Figure 1. Routed metal per tile.
Bar = 20 um. 20 x 20 tiles, from black (low) to pale yellow (high), scaled to the fullest tile. Values are wire area over tile area, all layers added.
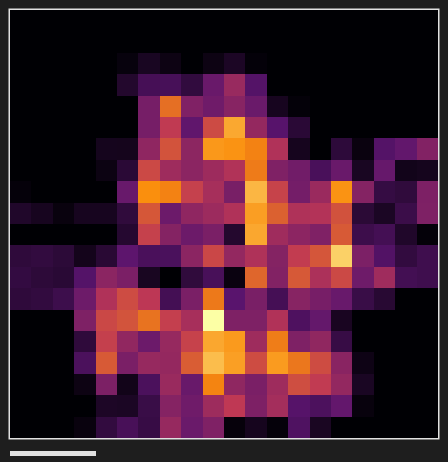
Figure 2. Routing congestion map.
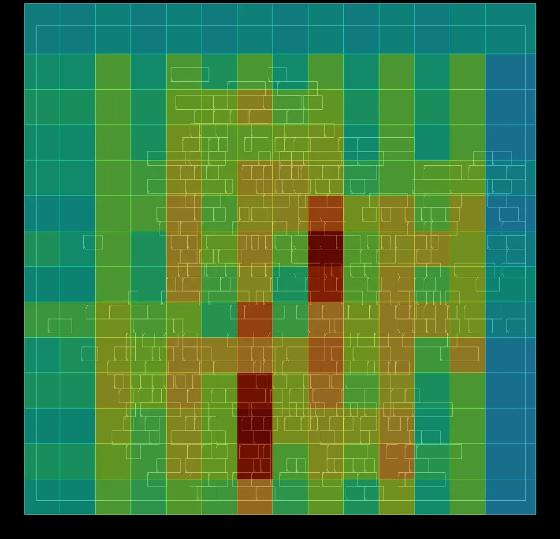
`config.mk`:
```
export PLATFORM = sky130hd
export DESIGN_NAME = boot_sequencer
export DESIGN_NICKNAME = d
export VERILOG_FILES = /design/src/rtl/boot_sequencer.sv
export SDC_FILE = /design/constraint.sdc
export NUM_CORES = 1
export LEC_CHECK = 0
export CAP_MARGIN = 20
export CORE_MARGIN = 2
export CORE_UTILIZATION = 25
export DETAILED_ROUTE_END_ITERATION = 10
export PLACE_DENSITY = 0.54
export SYNTH_ARGS = -nofsm -noshare
export SYNTH_HDL_FRONTEND = slang
export SYNTH_SLANG_ARGS = --single-unit
```
`constraint.sdc`:
```
create_clock -name CLK -period 1.9 [get_ports CLK]
set_clock_uncertainty 0.05 [all_clocks]
set_input_delay 0.57 -clock CLK [delete_from_list [all_inputs] [get_ports CLK]]
set_output_delay 0.57 -clock CLK [all_outputs]
set_load 0.01 [all_outputs]
```
`src/rtl/boot_sequencer.sv`:
```
// Bring-up/tear-down sequencer: memory reset, image load, staggered unit reset
// release, control-unit hold, run, image dump, done. All outputs registered.
module boot_sequencer #(
  parameter int N_UNITS     = 6,
  parameter int CNT_W       = 16,
  parameter int MEMRST_CYC  = 1,
  parameter int LOAD_CYC    = 1,
  parameter int UNITRST_CYC = 1,
  parameter int STAGGER_CYC = 0,
  parameter int HOLD_CYC    = 1,
  parameter int RUN_CYC     = 4,
  parameter int DUMP_CYC    = 1
) (
  input  logic               CLK,
  input  logic               RESET,
  input  logic               start,
  input  logic               halt,
  output logic               mem_RESET,
  output logic               mem_read_file,
  output logic               mem_write_file,
  output logic [N_UNITS-1:0] unit_RESET,
  output logic               uc_RESET,
  output logic               running,
  output logic               done,
  output logic [CNT_W-1:0]   run_count
);

  typedef enum logic [3:0] {
    S_IDLE, S_MEMRST, S_LOAD, S_UNITRST, S_RELEASE, S_HOLD, S_RUN, S_DUMP, S_DONE
  } state_t;

  // Zero stagger collapses the release phase to a single cycle for all units.
  localparam int REL_STEP = (STAGGER_CYC == 0) ? 0 : STAGGER_CYC + 1;

  localparam logic [CNT_W-1:0] MEMRST_LAST  = CNT_W'(((MEMRST_CYC  > 0) ? MEMRST_CYC  : 1) - 1);
  localparam logic [CNT_W-1:0] LOAD_LAST    = CNT_W'(((LOAD_CYC    > 0) ? LOAD_CYC    : 1) - 1);
  localparam logic [CNT_W-1:0] UNITRST_LAST = CNT_W'(((UNITRST_CYC > 0) ? UNITRST_CYC : 1) - 1);
  localparam logic [CNT_W-1:0] RELEASE_LAST = CNT_W'((N_UNITS - 1) * REL_STEP);
  localparam logic [CNT_W-1:0] HOLD_LAST    = CNT_W'(((HOLD_CYC    > 0) ? HOLD_CYC    : 1) - 1);
  localparam logic [CNT_W-1:0] RUN_LAST     = CNT_W'(RUN_CYC - 1);
  localparam logic [CNT_W-1:0] DUMP_LAST    = CNT_W'(((DUMP_CYC    > 0) ? DUMP_CYC    : 1) - 1);

  state_t             state, state_nx;
  logic [CNT_W-1:0]   cnt, cnt_nx;

  logic               mem_reset_d, read_d, write_d, uc_d, running_d, done_d;
  logic [N_UNITS-1:0] unit_d;

  always_ff @(posedge CLK) begin
    if (RESET) begin
      state <= S_IDLE;
      cnt   <= '0;
    end else begin
      state <= state_nx;
      cnt   <= cnt_nx;
    end
  end

  always_comb begin
    state_nx = state;
    case (state)
      S_IDLE, S_DONE: if (start) state_nx = S_MEMRST;
      S_MEMRST:  if (cnt == MEMRST_LAST)  state_nx = S_LOAD;
      S_LOAD:    if (cnt == LOAD_LAST)    state_nx = S_UNITRST;
      S_UNITRST: if (cnt == UNITRST_LAST) state_nx = S_RELEASE;
      S_RELEASE: if (cnt == RELEASE_LAST) state_nx = S_HOLD;
      S_HOLD:    if (cnt == HOLD_LAST)    state_nx = S_RUN;
      S_RUN:     if (halt || (RUN_CYC != 0 && cnt == RUN_LAST)) state_nx = S_DUMP;
      S_DUMP:    if (cnt == DUMP_LAST)    state_nx = S_DONE;
      default:   state_nx = S_IDLE;
    endcase
    cnt_nx = (state_nx != state) ? '0 : cnt + CNT_W'(1);
  end

  // Outputs are decoded from the upcoming state so the registered copy lines up with it.
  always_comb begin
    mem_reset_d = 1'b0;
    read_d      = 1'b0;
    write_d     = 1'b0;
    unit_d      = '1;
    uc_d        = 1'b1;
    running_d   = 1'b0;
    done_d      = 1'b0;
    case (state_nx)
      S_MEMRST: mem_reset_d = 1'b1;
      S_LOAD:   read_d      = 1'b1;
      S_RELEASE: begin
        for (int i = 0; i < N_UNITS; i++)
          unit_d[i] = (32'(cnt_nx) < 32'(i * REL_STEP));
      end
      S_HOLD: unit_d = '0;
      S_RUN: begin
        unit_d    = '0;
        uc_d      = 1'b0;
        running_d = 1'b1;
      end
      S_DUMP: begin
        unit_d  = '0;
        write_d = 1'b1;
      end
      S_DONE:  done_d = 1'b1;
      default: ;
    endcase
  end

  always_ff @(posedge CLK) begin
    if (RESET) begin
      mem_RESET      <= 1'b0;
      mem_read_file  <= 1'b0;
      mem_write_file <= 1'b0;
      unit_RESET     <= '1;
      uc_RESET       <= 1'b1;
      running        <= 1'b0;
      done           <= 1'b0;
    end else begin
      mem_RESET      <= mem_reset_d;
      mem_read_file  <= read_d;
      mem_write_file <= write_d;
      unit_RESET     <= unit_d;
      uc_RESET       <= uc_d;
      running        <= running_d;
      done           <= done_d;
    end
  end

  always_ff @(posedge CLK) begin
    if (RESET)
      run_count <= '0;
    else if (state_nx == S_MEMRST && (state == S_IDLE || state == S_DONE))
      run_count <= '0;
    else if (state == S_RUN && run_count != '1)
      run_count <= run_count + CNT_W'(1);
  end

endmodule

```
==> CHANGELOG.md <==
## Flow update

* Distinct lib cells at 48
* Worst reg2reg path startpoint: state[2]$_SDFF_PP0_
* Buffers and inverters on the worst path at 0
* Delay contributed by the slowest stage of the critical path at between 500 and 600 ps
* Top routing layer in use: met4
* Top cells by area, synth: sky130_fd_sc_hd__dfxtp_1 38%, sky130_fd_sc_hd__nor3_1 4.6%, sky130_fd_sc_hd__xnor2_1 4.6%, sky130_fd_sc_hd__a21oi_1 3.3%, sky130_fd_sc_hd__nand2_1 3.0%
* Pre-Repair DR Iteration Count at 4
* Leakage component of the power at 1.182 nW
* Maximum fanout along the worst path at 6
* Fill cell total of the finished layout at 888
* Pin count of the biggest net entering global routing at 17
* Layout cell share with drive strength beyond 1 at 0.2991
* Hold bufs inserted after CTS at 0
* Area of combinational cells with multiple inputs at 0.001379 mm2
* Final count of negative-setup-slack endpoints at 0
* Run status: completed
* Detail Route met2 WL at 2449 um
* Post-synthesis to final-layout area growth at 40.76%
* Unrepaired setup endpoints after global routing: true
* Hold Worst Slack at 429.5 ps
* TritonCTS clock tree: built
* Power per unit of standard cell area at 875.4 mW/mm2
* Resized Gates After CTS at 17
* Die Y at about 100 um
* Post-CTS setup buffer count at 0
* Data arrival time of the worst path at 2040 ps
* # nets final at 327
* Top pwr grp: combinational cells
* DR WL met3 at ~200 um
* Count of final max-slew check failures at 0
* Number of clock sinks at 43
* Most frequently used cell type in the post-synthesis netlist: sky130_fd_sc_hd__dfxtp_1
* Data required time at the worst endpoint at 2080 ps
* Dominant Register Cell: sky130_fd_sc_hd__dfxtp_1
* Standard-cell rows at 34
* Antenna-violating nets left at 0
* Starting DRT DRC Count at 73
* CP Capture Type: flop
* Clock root buffer: sky130_fd_sc_hd__clkbuf_8
* Startpoint type of the worst setup path: flop
* Floorplan-stage core utilization at 0.2590
* Synthesized area divided by synthesized cell count at 8.841 um2
* DP Cell Count at 419
* Clock share of power at 0.269
* Sw Ratio at 0.3123
* Commonest cells in the netlist: 43 x sky130_fd_sc_hd__dfxtp_1, 21 x sky130_fd_sc_hd__nor3_1, 18 x sky130_fd_sc_hd__nand2_1
* Net count after synthesis at 265
* Slowest cell on the critical path: sky130_fd_sc_hd__or4_1
* Crit-path cells: and4bb_2 -> nand4_2 -> or4_1 -> a21oi_1
* Core area at 0.008806 mm2
* Setup TNS after final layout at 0 ps
* Ys flops at ~43
* Hold path start: run_count[9]$_SDFFE_PP0P_
* Top area contributor share at 0.3774
* Max clock buf depth at 2
* Switching power at 0.8778 mW
* Total cell area reported by yosys after synthesis at between 0.002 and 0.0025 mm2
* Combined global-route utilization of all metal layers at 0.1155
* Transition time at the pin with the least slew margin at 465.7 ps
* Clk_lat worst skew at 300 ps
* Yosys simple share at 0.3379
* Class of the most critical setup path: reg2reg
* Type of the most critical hold path: reg2reg
* Sequential cell area at 887.1 um2
* Inserted Clock Buffers at 5
* Start point of the critical path: state[2]$_SDFF_PP0_
* Seq share, synth at 0.3774
* Avg Vias per Cell at 4.988
* Area of the mapped netlist at between 0.002 and 0.0025 mm2
* Global-route track usage on met1 at 0.1667
* Comb group at about 1.0 mW
* Cell type contributing the most total cell area after synthesis: sky130_fd_sc_hd__dfxtp_1
* CTS H-tree depth at 2
* Largest registers ranked by flip-flop count: cnt: 16 flops, run_count: 16 flops, state: 4 flops
* IR drop worst, VDD at between 0.3 and 0.4 mV
* Post-detailed-routing wire length at 5655 um
* Number of maximum-capacitance constraint violations at 0
* Peak clock frequency supported by timing at 536.0 MHz
* Count of input and output buffers at 31
* Cells in synth_stat.txt at between 200 and 300
* Num ports at 32
* Sum of internal, switching and leakage power at 2.811 mW
* Gr busiest metal: met2
* GR Overflow Total at 0
* Antenna violations before repair at 0
* Multiplexer share at 0.03291
* Internal power at 1.933 mW
* Placer's final routability congestion estimate at 0.7815
* Vias in the first global route at 1937
* Number of instances in the synthesized netlist at approximately 260
* Final Critical Period at 1866 ps
* Final period utilization at 0.9819
* Area enclosed by the die boundary at 0.009904 mm2
* Sum of net half-perimeters after detailed placement at 4056 um
* Power Clock at ~0.76 mW
* P_seq at 1.01 mW
* Clock-pin slew of the registers on the worst-case setup and hold paths at 90 ps
* Largest combinational cell category by area: simple AND/OR/NAND/NOR gates
* Standard cell area after detailed placement at between 0.002 and 0.003 mm2
* Ao+oa area frac at 0.1103
* Detailed-route via count at 2140
* Family of cells with the greatest summed delay on the critical path: simple AND/OR/NAND/NOR gates
* Tool Warnings at 29
* Global-route wire length before repair at 9342 um
* Cell area after layout at 0.003211 mm2
* Worst setup margin at 34.44 ps
* Warnings, synthesis at 0
* Setup WS pre-CTS at -362.1 ps
* Inserted Diodes at 0
* Fraction of registers with async set/reset at 0
* Number of failing hold endpoints at the final stage at 0
* Power share of the sequential group at 0.360
* Non-filler cells in the finished layout at 429
* XORs/XNORs by Area at 0.06144
* Adder-cell share of the synthesized area at 0.01646
* Combinational power share at 0.371
* Headroom to the max-slew limit at 0.6867
## Picture notes: Figure 1
14% of the tiles are over half the peak. The fullest tile reaches 0.44. The mean over all tiles is 0.089. The emptiest ninth of the die: north-east.

## Picture notes: Figure 2
final design utilization: 0.3646
average wire length per cell after detail routing: 13.18 um
GR Layer Usage met2: 0.1700
M3 GR Usage: 0.02741

==> final timing paths <==
check / to / slack, ps / cells after the start
setup / recovery: run_count[11]$_SDFFE_PP0P_ / 30 / 4
hold / removal: run_count[9]$_SDFFE_PP0P_ / 430 / 1
setup reg to reg: run_count[11]$_SDFFE_PP0P_ / 30 / 4
hold reg to reg: run_count[9]$_SDFFE_PP0P_ / 430 / 1
==> area by class of cell <==
| type | instances | area share |
|---|---|---|
| Clock buffer | 6 | 0.02572 |
| Clock inverter | 2 | 0.01091 |
| Inverter | 11 | 0.01286 |
| Multi-Input combinational cell | 187 | 0.4295 |
| Sequential cell | 43 | 0.2763 |
| Tap cell | 108 | 0.04209 |
| Timing Repair Buffer | 72 | 0.2026 |
Power and IR drop assume default switching activity.
